`src/rtl/fluid_pixel_pipeline.sv`:
```
// Raster position -> lattice-cell BRAM read -> RGB colouring; colour and coordinates leave together after LAT cycles.
// No backpressure: accepts one pixel every cycle and never stalls.
module fluid_pixel_pipeline #(
    parameter int GRID_W       = 205,
    parameter int GRID_H       = 155,
    parameter int CELL_SHIFT   = 2,
    parameter int DIRS         = 9,
    parameter int BARRIER_DIR  = 5,
    parameter int BRAM_LATENCY = 2,
    localparam int ADDR_W      = $clog2(GRID_W * GRID_H),
    localparam int SUM_W       = 8 + $clog2(DIRS),
    localparam int LAT         = BRAM_LATENCY + 3
) (
    input  logic                pixel_clk_in,
    input  logic                rst_in,
    input  logic [1:0]          mode_in,
    input  logic                test_button,
    input  logic [10:0]         hcount_in,
    input  logic [9:0]          vcount_in,
    input  logic [DIRS*8-1:0]   data_in,
    output logic [ADDR_W-1:0]   addr_out,
    output logic [10:0]         hcount_out,
    output logic [9:0]          vcount_out,
    output logic                pixel_valid_out,
    output logic [7:0]          red_out,
    output logic [7:0]          green_out,
    output logic [7:0]          blue_out
);

    logic [10:0]       x;
    logic [9:0]        y;
    logic              in_bounds;
    logic [ADDR_W-1:0] addr_calc;

    always_comb begin
        x         = hcount_in >> CELL_SHIFT;
        y         = vcount_in >> CELL_SHIFT;
        in_bounds = (x < 11'(GRID_W)) && (y < 10'(GRID_H));
        addr_calc = ADDR_W'(x) + ADDR_W'(GRID_W) * ADDR_W'(y);
    end

    // Flags are consumed at Stage C, one stage before the coordinates leave.
    logic [10:0]      h_dly [LAT];
    logic [9:0]       v_dly [LAT];
    logic [LAT-2:0]   inb_dly;
    logic [LAT-2:0]   tst_dly;
    logic [LAT-1:0]   vld_dly;

    logic [SUM_W-1:0] sum_c;
    logic [SUM_W-1:0] sum_q;
    logic             barrier_c;
    logic             barrier_q;
    logic [1:0]       mode_q;

    always_comb begin
        sum_c = '0;
        for (int i = 0; i < DIRS; i++) begin
            sum_c = sum_c + SUM_W'(data_in[8*i +: 8]);
        end
        barrier_c = (data_in[8*BARRIER_DIR +: 8] == 8'hFF);
    end

    logic [11:0] s12;
    logic [7:0]  top8;
    logic        inb_c;
    logic        tst_c;
    logic [23:0] rgb_c;

    always_comb begin
        s12   = 12'(sum_q);
        top8  = sum_q[SUM_W-1 -: 8];
        inb_c = inb_dly[LAT-2];
        tst_c = tst_dly[LAT-2];
        rgb_c = 24'h000000;
        if (!inb_c) begin
            rgb_c = 24'h000000;
        end else if (barrier_q) begin
            rgb_c = (mode_q == 2'd3) ? 24'hFFFFFF : 24'h000000;
        end else if (mode_q == 2'd3) begin
            rgb_c = 24'h000000;
        end else if (tst_c) begin
            rgb_c = {8'd219, 8'd48, 8'd130};
        end else begin
            case (mode_q)
                2'd0:    rgb_c = {s12[11:8], 4'b0, s12[7:4], 4'b0, s12[3:0], 4'b0};
                2'd1:    rgb_c = {top8, top8, top8};
                2'd2:    rgb_c = {top8, 8'h00, ~top8};
                default: rgb_c = 24'h000000;
            endcase
        end
    end

    always_ff @(posedge pixel_clk_in) begin
        if (rst_in) begin
            addr_out  <= '0;
            inb_dly   <= '0;
            tst_dly   <= '0;
            vld_dly   <= '0;
            sum_q     <= '0;
            barrier_q <= 1'b0;
            mode_q    <= 2'd0;
            red_out   <= 8'd0;
            green_out <= 8'd0;
            blue_out  <= 8'd0;
            for (int i = 0; i < LAT; i++) begin
                h_dly[i] <= '0;
                v_dly[i] <= '0;
            end
        end else begin
            addr_out  <= in_bounds ? addr_calc : '0;
            inb_dly   <= {inb_dly[LAT-3:0], in_bounds};
            tst_dly   <= {tst_dly[LAT-3:0], test_button};
            vld_dly   <= {vld_dly[LAT-2:0], 1'b1};
            h_dly[0]  <= hcount_in;
            v_dly[0]  <= vcount_in;
            for (int i = 1; i < LAT; i++) begin
                h_dly[i] <= h_dly[i-1];
                v_dly[i] <= v_dly[i-1];
            end
            sum_q     <= sum_c;
            barrier_q <= barrier_c;
            // Only the first pixel of a frame may change the colour mode.
            if (hcount_in == 11'd0 && vcount_in == 10'd0) begin
                mode_q <= mode_in;
            end
            red_out   <= rgb_c[23:16];
            green_out <= rgb_c[15:8];
            blue_out  <= rgb_c[7:0];
        end
    end

    assign hcount_out      = h_dly[LAT-1];
    assign vcount_out      = v_dly[LAT-1];
    assign pixel_valid_out = vld_dly[LAT-1];

endmodule

```
`config.mk`:
```
export PLATFORM = sky130hd
export DESIGN_NAME = fluid_pixel_pipeline
export DESIGN_NICKNAME = d
export VERILOG_FILES = /design/src/rtl/fluid_pixel_pipeline.sv
export SDC_FILE = /design/constraint.sdc
export NUM_CORES = 1
export LEC_CHECK = 0
export CAP_MARGIN = 10
export CORE_MARGIN = 5
export CORE_UTILIZATION = 53
export DETAILED_ROUTE_END_ITERATION = 10
export PLACE_DENSITY = 0.81
export SKIP_CTS_REPAIR_TIMING = 1
export SLEW_MARGIN = 0
export SYNTH_ARGS = -nofsm -noshare
export SYNTH_HDL_FRONTEND = slang
export SYNTH_SLANG_ARGS = --single-unit
```
`constraint.sdc`:
```
create_clock -name pixel_clk_in -period 5.1 [get_ports pixel_clk_in]
set_input_delay 0.51 -clock pixel_clk_in [delete_from_list [all_inputs] [get_ports pixel_clk_in]]
set_output_delay 0.51 -clock pixel_clk_in [all_outputs]
set_load 0.03 [all_outputs]
```
**Met1 routing**

Scale bar: 50 um. Supply wires on this layer in gray.
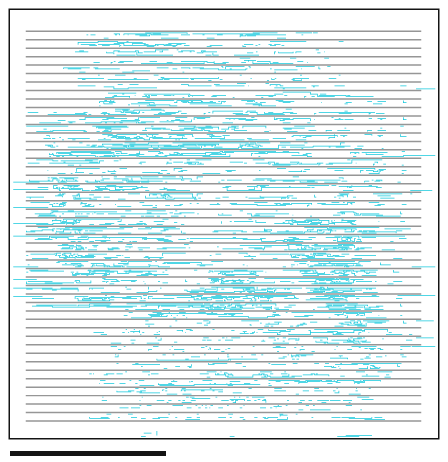
- nets with wire on the layer: 1120
- share of all routed wire: 41%
vias: 5706
final WL: 16240 um
GR Util met1: 22.32%

**M2 wires**

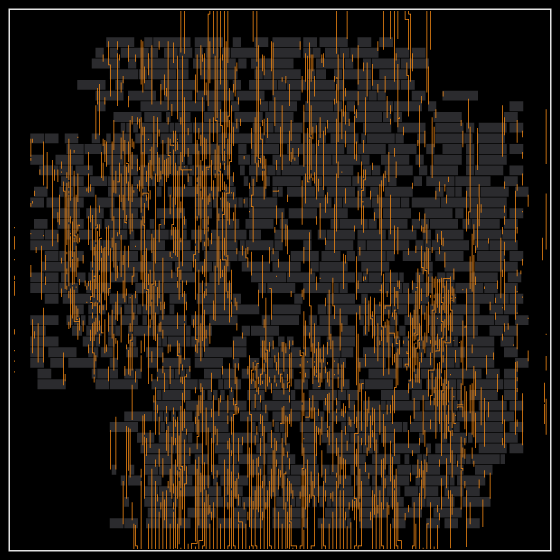
- main direction: vertical
- nets with wire on the layer: 984
- share of all routed wire: 50%
- wire length on this layer: 8190 um
- longest straight run: 38.9 um
GR met2 Demand/Resource: 31.47%

**The metal 3 layer**

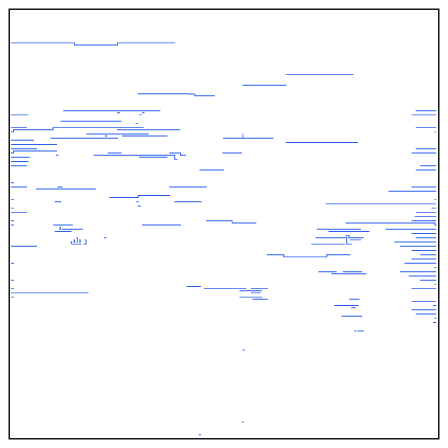
- longest straight run: 35.2 um
- share of all routed wire: 6.7%
GR Layer Usage met3: 5.807%

==> Slide: Implementation Results <==
Implementation Results

Status
  – Status: finished, final reports clean

Global routing
  – Initial antenna violation count: 0
  – Vias in the first global route: ~5900
  – First-pass GRT wire length: about 27000 um

Final timing
  – Setup Skew: ~4.4 ps
  – Max transition margin: between 50 and 60%
  – Fin crit share: about 90%
  – Hold slack: between 400 and 500 ps
  – Fmax: between 200 and 250 MHz

Floorplanning
  – Die area: about 19000 um2

Power
  – Combinational group share of total power: between 40% and 50%
  – P_clk: 1.25 mW
  – Sequential power share: 31.8%
  – Pint: a little over 3 mW
  – Max VDD drop: ~0.29 mV

Layout
  – Finished Layout Cells: 1206
  – Layout Nets: around 1200

Yosys
  – Synth area leader: dfxtp_1
  – FFs w/ async S/R, synth: 0%
  – Net count after synthesis: around 1100
  – Number of synthesis warnings: 0
  – Simple-Gate Fraction of Synth Area: around 15%
  – Syn_area_per_cell: around 10 um2
  – Post-Synthesis Cells: approximately 840
  – Synth Area in Compound Gates: under 10%

Critical path
  – Startpoint types: input port
  – Reg2Reg Launch Point: mode_q[1]
  – Delay-heaviest family, CP: adder cells
  – CP Capture Type: flip-flop

Place
  – IO Port Bufs: around 160
  – DP Area: between 10000 and 15000 um2

Worst hold path
  – Worst Min Path Start: h_dly[0][28]

Detailed routing
  – Met3 WL: 1095 um

CTS
  – Clk_lat worst skew: 410 ps
  – Clock sink total: 172
**M4 wires**

Supply wires on this layer in gray.
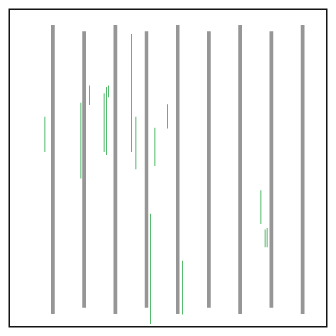
- main direction: vertical
- nets with wire on the layer: 13
- share of all routed wire: 1.9%

**Track usage over the die**

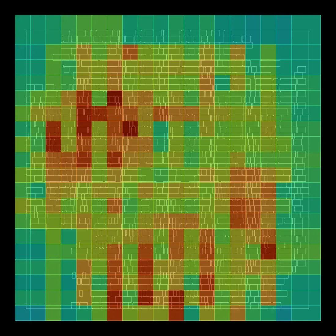
post-layout util: 68.15%
Top Usage Layer GRT: met2
Routed WL per cell: 13.47 um
Global Route Usage Sum: 18.48%

==> cell usage in the layout (no fill, tap or decap), types with 3 or more instances in the layout <==
| master | instances |
|---|---|
| dfxtp_1 | 172 |
| clkdlybuf4s50_1 | 157 |
| inv_1 | 147 |
| nor2b_1 | 118 |
| fa_1 | 74 |
| ha_1 | 67 |
| nor2_1 | 47 |
| a21oi_1 | 27 |
| clkbuf_16 | 17 |
| nand2_1 | 15 |
| o21ai_0 | 11 |
| a21o_1 | 10 |
| mux2i_1 | 10 |
| nand3_1 | 8 |
| buf_4 | 8 |
| nand2b_1 | 7 |
| xor2_1 | 7 |
| nor3_1 | 7 |
| and2_1 | 7 |
| o211ai_1 | 5 |
| and3_1 | 5 |
| o21a_1 | 4 |
| clkbuf_8 | 4 |
| or2_2 | 3 |
| o22ai_1 | 3 |
| nor4b_1 | 3 |
| nor3b_1 | 3 |
| inv_6 | 3 |
==> worst paths after layout <==
check	endpoint	slack [ps]	depth (start not counted)
setup reg to reg	red_out[3]	3320	4
hold / removal	h_dly[0][39]	430	1
hold reg to reg	h_dly[0][39]	430	1
setup / recovery	s12[9]	610	15
==> state kept, by name (all words and copies together), names as in the netlist, 5 cells and up <==
name,count
h_dly,55
v_dly,50
addr_out,15
s12,12
blue_out,8
green_out,8
red_out,8
vld_dly,5
==> area by class of cell <==
| type | instances | area (um2) | area share (%) |
|---|---|---|---|
| flip-flops and latches | 172 | 3443 | 31.81 |
| well taps | 216 | 270.3 | 2.497 |
| clock inverters | 9 | 100.1 | 0.9246 |
| multi-input cells | 474 | 4340 | 40.09 |
| repair buffers | 165 | 1632 | 15.07 |
| inverters | 147 | 551.8 | 5.097 |
| clock buffers | 23 | 488.0 | 4.508 |
Power and IR drop assume default switching activity.
